==> src/rtl/qqspi_pkg.sv <==
// qqspi_pkg: definitions shared by the qqspi host and the qqspi responder.
//   - Command opcodes (PSRAM-style quad commands and plain SPI commands).
//   - The responder state encoding.
package qqspi_pkg;

    localparam logic [7:0] CMD_QUAD_WRITE     = 8'h38;
    localparam logic [7:0] CMD_FAST_READ_QUAD = 8'hEB;
    localparam logic [7:0] CMD_WRITE          = 8'h02;
    localparam logic [7:0] CMD_READ           = 8'h03;

    typedef enum logic [2:0] {
        ST_IDLE,
        ST_CMD,
        ST_ADDR,
        ST_WAIT,
        ST_RDATA,
        ST_WDATA,
        ST_IGNORE
    } qqspi_state_t;

endpackage

==> src/rtl/qqspi_pin_sync.sv <==
// qqspi_pin_sync: brings the asynchronous host pins into the clk domain.
// Ports:
//   clk, resetn          responder clock, synchronous active-high reset
//   sclk, cen, cs        raw host pins
//   cen_s, cs_s          2-FF synchronized chip enable and bank select
//   sclk_rise, sclk_fall one-clk pulses on edges of the synchronized sclk
module qqspi_pin_sync (
    input  logic       clk,
    input  logic       resetn,
    input  logic       sclk,
    input  logic       cen,
    input  logic [1:0] cs,
    output logic       cen_s,
    output logic [1:0] cs_s,
    output logic       sclk_rise,
    output logic       sclk_fall
);

    logic [1:0] sclk_ff;
    logic [1:0] cen_ff;
    logic [1:0] cs_ff0;
    logic [1:0] cs_ff1;
    logic       sclk_prev;

    always_ff @(posedge clk) begin
        if (resetn) begin
            sclk_ff   <= '0;
            cen_ff    <= '0;
            cs_ff0    <= '0;
            cs_ff1    <= '0;
            sclk_prev <= 1'b0;
        end else begin
            sclk_ff   <= {sclk_ff[0], sclk};
            cen_ff    <= {cen_ff[0], cen};
            cs_ff0    <= cs;
            cs_ff1    <= cs_ff0;
            sclk_prev <= sclk_ff[1];
        end
    end

    assign cen_s     = cen_ff[1];
    assign cs_s      = cs_ff1;
    // Edge pulses are combinational from the second stage so that the
    // consuming register acts on the third clk after the pad edge.
    assign sclk_rise = sclk_ff[1] & ~sclk_prev;
    assign sclk_fall = ~sclk_ff[1] & sclk_prev;

endmodule

==> src/rtl/qqspi_responder.sv <==
// qqspi_responder: device side of the qqspi protocol (PSRAM emulation).
// Decodes command/address/data from the oversampled host pins and drives a
// byte-wide synchronous memory port (read data valid the clk after mem_re).
// Ports:
//   clk, resetn              responder clock, synchronous active-high reset
//   sclk, cen, cs            host pins (asynchronous)
//   sio_in/sio_out/sio_oe    pad data in, pad data out, pad output enables
//   mem_addr/mem_wdata       memory byte address and write byte
//   mem_we/mem_re            one-clk write / read strobes
//   mem_rdata                memory read byte
module qqspi_responder
    import qqspi_pkg::*;
#(
    parameter bit         QUAD_MODE   = 1'b1,
    parameter bit         CEN_NPOL    = 1'b0,
    parameter logic [1:0] CS_ID       = 2'b00,
    parameter int         WAIT_CYCLES = 6
) (
    input  logic        clk,
    input  logic        resetn,
    input  logic        sclk,
    input  logic        cen,
    input  logic [1:0]  cs,
    input  logic [3:0]  sio_in,
    output logic [3:0]  sio_out,
    output logic [3:0]  sio_oe,
    output logic [23:0] mem_addr,
    output logic [7:0]  mem_wdata,
    output logic        mem_we,
    output logic        mem_re,
    input  logic [7:0]  mem_rdata
);

    localparam logic [5:0] ADDR_LAST = QUAD_MODE ? 6'd5 : 6'd23;
    localparam logic [5:0] BYTE_LAST = QUAD_MODE ? 6'd1 : 6'd7;
    localparam logic [2:0] TX_LAST   = QUAD_MODE ? 3'd1 : 3'd7;
    localparam logic [5:0] WAIT_LAST = 6'((WAIT_CYCLES > 0) ? WAIT_CYCLES - 1 : 0);
    localparam logic [3:0] OE_MASK   = QUAD_MODE ? 4'b1111 : 4'b0010;
    localparam logic [7:0] OP_WRITE  = QUAD_MODE ? CMD_QUAD_WRITE : CMD_WRITE;
    localparam logic [7:0] OP_READ   = QUAD_MODE ? CMD_FAST_READ_QUAD : CMD_READ;
    localparam qqspi_state_t READ_ENTRY =
        (QUAD_MODE && WAIT_CYCLES > 0) ? ST_WAIT : ST_RDATA;

    logic         cen_s;
    logic [1:0]   cs_s;
    logic         sclk_rise;
    logic         sclk_fall;

    qqspi_state_t state;
    logic [5:0]   cnt;
    logic [2:0]   tx_cnt;
    logic [7:0]   cmd_sh;
    logic [23:0]  addr;
    logic         is_write;
    logic         sel_prev;
    logic         fetch_pending;
    logic [7:0]   rd_buf;
    logic [7:0]   rd_sh;
    logic [7:0]   wr_sh;

    logic         sel;
    logic [7:0]   cmd_next;
    logic [23:0]  addr_next;
    logic [7:0]   wr_next;
    logic [7:0]   tx_src;

    qqspi_pin_sync u_sync (
        .clk       (clk),
        .resetn    (resetn),
        .sclk      (sclk),
        .cen       (cen),
        .cs        (cs),
        .cen_s     (cen_s),
        .cs_s      (cs_s),
        .sclk_rise (sclk_rise),
        .sclk_fall (sclk_fall)
    );

    assign sel       = (cen_s ^ CEN_NPOL) == 1'b0;
    assign cmd_next  = {cmd_sh[6:0], sio_in[0]};
    assign addr_next = QUAD_MODE ? {addr[19:0], sio_in} : {addr[22:0], sio_in[0]};
    assign wr_next   = QUAD_MODE ? {wr_sh[3:0], sio_in} : {wr_sh[6:0], sio_in[0]};
    // The first drive of each byte comes from the prefetched buffer; the rest
    // of the byte is shifted out of rd_sh.
    assign tx_src    = (tx_cnt == 3'd0) ? rd_buf : rd_sh;

    // Main protocol FSM. Deselect is checked before any sclk edge so that an
    // edge arriving in the same clk as deselect is dropped. sel_prev resets
    // to 1 so a select already active when reset releases is not an edge.
    always_ff @(posedge clk) begin
        if (resetn) begin
            state         <= ST_IDLE;
            cnt           <= '0;
            tx_cnt        <= '0;
            cmd_sh        <= '0;
            addr          <= '0;
            is_write      <= 1'b0;
            sel_prev      <= 1'b1;
            fetch_pending <= 1'b0;
            rd_buf        <= '0;
            rd_sh         <= '0;
            wr_sh         <= '0;
            sio_out       <= '0;
            sio_oe        <= '0;
            mem_addr      <= '0;
            mem_wdata     <= '0;
            mem_we        <= 1'b0;
            mem_re        <= 1'b0;
        end else begin
            mem_we        <= 1'b0;
            mem_re        <= 1'b0;
            sel_prev      <= sel;
            fetch_pending <= mem_re;
            if (fetch_pending) begin
                rd_buf <= mem_rdata;
            end

            if (state != ST_IDLE && !sel) begin
                state         <= ST_IDLE;
                sio_oe        <= '0;
                fetch_pending <= 1'b0;
            end else begin
                case (state)
                    ST_IDLE: begin
                        if (sel && !sel_prev && cs_s == CS_ID) begin
                            state  <= ST_CMD;
                            cnt    <= '0;
                            tx_cnt <= '0;
                        end
                    end
                    ST_CMD: begin
                        if (sclk_rise) begin
                            cmd_sh <= cmd_next;
                            if (cnt == 6'd7) begin
                                cnt <= '0;
                                if (cmd_next == OP_WRITE) begin
                                    is_write <= 1'b1;
                                    state    <= ST_ADDR;
                                end else if (cmd_next == OP_READ) begin
                                    is_write <= 1'b0;
                                    state    <= ST_ADDR;
                                end else begin
                                    state <= ST_IGNORE;
                                end
                            end else begin
                                cnt <= cnt + 6'd1;
                            end
                        end
                    end
                    ST_ADDR: begin
                        if (sclk_rise) begin
                            addr <= addr_next;
                            if (cnt == ADDR_LAST) begin
                                cnt <= '0;
                                if (is_write) begin
                                    state <= ST_WDATA;
                                end else begin
                                    mem_re   <= 1'b1;
                                    mem_addr <= addr_next;
                                    state    <= READ_ENTRY;
                                end
                            end else begin
                                cnt <= cnt + 6'd1;
                            end
                        end
                    end
                    ST_WAIT: begin
                        if (sclk_rise) begin
                            if (cnt == WAIT_LAST) begin
                                cnt   <= '0;
                                state <= ST_RDATA;
                            end else begin
                                cnt <= cnt + 6'd1;
                            end
                        end
                    end
                    ST_RDATA: begin
                        if (sclk_rise) begin
                            if (cnt == BYTE_LAST) begin
                                cnt      <= '0;
                                addr     <= addr + 24'd1;
                                mem_re   <= 1'b1;
                                mem_addr <= addr + 24'd1;
                            end else begin
                                cnt <= cnt + 6'd1;
                            end
                        end
                        if (sclk_fall) begin
                            sio_oe <= OE_MASK;
                            if (QUAD_MODE) begin
                                sio_out <= tx_src[7:4];
                                rd_sh   <= {tx_src[3:0], 4'b0000};
                            end else begin
                                sio_out <= {2'b00, tx_src[7], 1'b0};
                                rd_sh   <= {tx_src[6:0], 1'b0};
                            end
                            tx_cnt <= (tx_cnt == TX_LAST) ? 3'd0 : tx_cnt + 3'd1;
                        end
                    end
                    ST_WDATA: begin
                        if (sclk_rise) begin
                            wr_sh <= wr_next;
                            if (cnt == BYTE_LAST) begin
                                cnt       <= '0;
                                mem_we    <= 1'b1;
                                mem_wdata <= wr_next;
                                mem_addr  <= addr;
                                addr      <= addr + 24'd1;
                            end else begin
                                cnt <= cnt + 6'd1;
                            end
                        end
                    end
                    ST_IGNORE: begin
                    end
                    default: state <= ST_IDLE;
                endcase
            end
        end
    end

endmodule

==> config.mk <==
export PLATFORM = sky130hd
export DESIGN_NAME = qqspi_responder
export DESIGN_NICKNAME = d
export VERILOG_FILES = /design/src/rtl/qqspi_pkg.sv /design/src/rtl/qqspi_pin_sync.sv /design/src/rtl/qqspi_responder.sv
export SDC_FILE = /design/constraint.sdc
export NUM_CORES = 1
export LEC_CHECK = 0
export ABC_CLOCK_PERIOD_IN_PS = 4200
export CAP_MARGIN = 40
export CORE_MARGIN = 8
export CORE_UTILIZATION = 42
export DETAILED_ROUTE_END_ITERATION = 8
export PLACE_DENSITY = 0.7
export SETUP_SLACK_MARGIN = 0.5
export SYNTH_ARGS = -nofsm -noshare
export SYNTH_HDL_FRONTEND = slang
export SYNTH_SLANG_ARGS = --single-unit
==> constraint.sdc <==
create_clock -name clk -period 4.2 [get_ports clk]
set_input_delay 0.84 -clock clk [delete_from_list [all_inputs] [get_ports clk]]
set_output_delay 0.84 -clock clk [all_outputs]
set_load 0.01 [all_outputs]
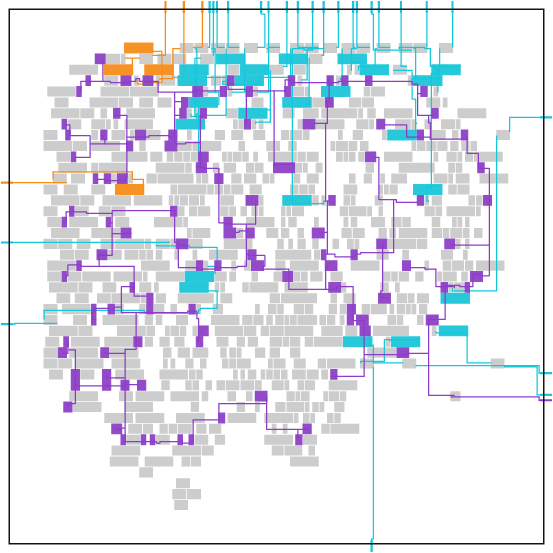
Figure 1: I/O nets highlighted.
(4 px per um)
Key: purple = resetn [bits 1, direction input, end cells 118, wire 1020 um]; orange = sio_out [bits 4, direction output, end cells 4, wire 124 um]; cyan = mem_addr [bits 24, direction output, end cells 24, wire 961 um]
Boundary Pins: 60
IO Port Bufs: 59

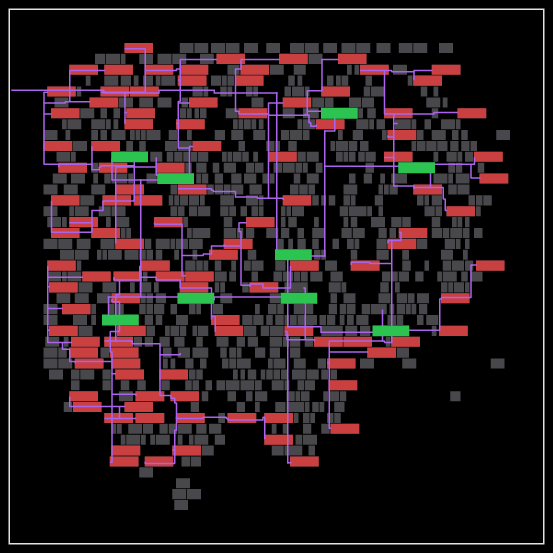
Figure 2: clock wires, drivers and flops.
(4 px per um)
Key: purple = clock wires [length 1400 um]; red = flip-flops [count 110]; green = clock drivers [count 9]
Position of the flops: widely spread. There are 10 routed clock nets.
Clk power: 0.866 mW
Layout Skew: 0.00961 ns

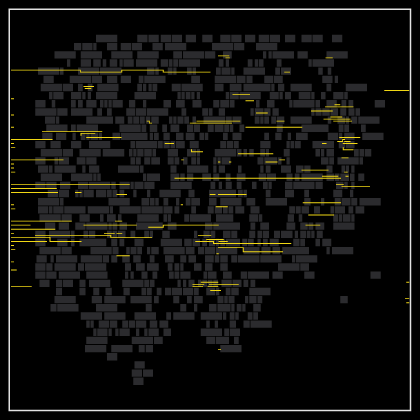
Figure 3: metal 3.
(3 px per um)
80 nets have wire on it. The wires run mostly horizontal. The layer holds 5.0% of the routed length. The longest straight run is 55.2 um. The layer carries 789 um of wire.
vias: 5523
met3 usage: 0.0410
drt total wl: 15800 um

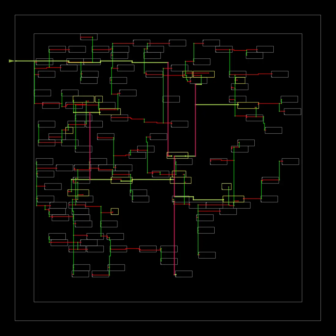
Figure 4: clock wiring as the flow saved it.
Clock Sinks: 110
clock latency on the worst-skew pair: 0.36 ns
CTS buffer count: 9

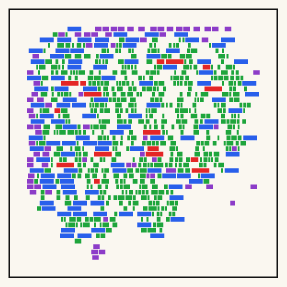
Figure 5: cells colored by class.
(2 px per um)
Key: green = combinational and other logic [cells 544, share of their area 51%]; blue = sequential cells [cells 110, share of their area 34%]; red = clock drivers and dummy loads [cells 16, share of their area 4.6%]; purple = remaining buffers and delay cells [cells 73, share of their area 11%]
Post-Route Utilization: 0.492
flop share of the area: 0.327
row cnt: 43
core area: 0.0137 mm2

==> flow_summary_export.csv <==
group,metric,value,unit
synthesis,synthCells,723,
worst_setup_path,r2r_cells,7,
hold_path,holdPathStages,1,
pwr,irDropWorstVdd,0.251,mV
layout,final_layout_top_logic_cells,"110 x dfxtp_1, 88 x nor2_1, 65 x a21oi_1",
run_status,outcome,"finished, final reports clean",
worst_setup_path,worst_r2r_endpoint,"mem_wdata[4]$_SDFFE_PP0P_",
worst_setup_path,crit_type,"register to register",
synthesis,flop_cell,"dfxtp_1",
synthesis,adder_share,0.00650,
synthesis,ys_seq_share,0.381,
final_timing,finalSetupViolCount,0,
pwr,fin_total_pwr,1.98,mW
grt,antenna_found_initial,0,
grt,overflow,0,
job,warning_count,27,
job,drv_cap,0,
synthesis,edf_count,0,
pwr,total_leakage_power,2.12,nW
final_timing,fin_crit_sh,0.709,
worst_setup_path,cp-start-kind,"register",
grt,first_global_vias,5309,
die,chip_area,0.0178,mm2
synthesis,ys_top_cells_by_count,"110 x dfxtp_1, 88 x nor2_1, 65 x a21oi_1",
synthesis,synth_top_area_share,0.381,
clock_tree,cts_resized,0,
die,die_y,133,um
worst_setup_path,end_kind,"register",
layout,final-nonclk-buf-share,0.104,
worst_setup_path,critical_path.max_fanout,43,
synthesis,synthSimpleGateAreaFrac,0.265,
die,initCoreUtil,0.423,
layout,comb_share,0.487,
layout,drive_above_1_share,0.0579,
where the power goes:
| part | internal, mW | leakage (nW) | switching (mW) |
|---|---|---|---|
| clock network | 0.424 | 0.148 | 0.441 |
| registers | 1.05 | 0.888 | 0.00342 |
| logic | 0.0273 | 1.09 | 0.0394 |
worst max-delay path, stage by stage (launching register included):
cell and delay [ns]:
dfxtp_1 0.32, buf_4 0.23, nor2b_4 0.51, buf_4 0.49
nand3_1 0.39, nor2_2 0.54, mux2i_1 0.26, nor2_1 0.06
per-layer routing:
layer	GRT usage	up-vias	wire, um
met1	0.225	2676	7140
met3	0.0410	28	788
li1	-	2657	-
met5	0	-	0
met4	0.0649	0	314
met2	0.284	162	7540
Power figures rest on the tool's default switching activity, not on a simulated workload.
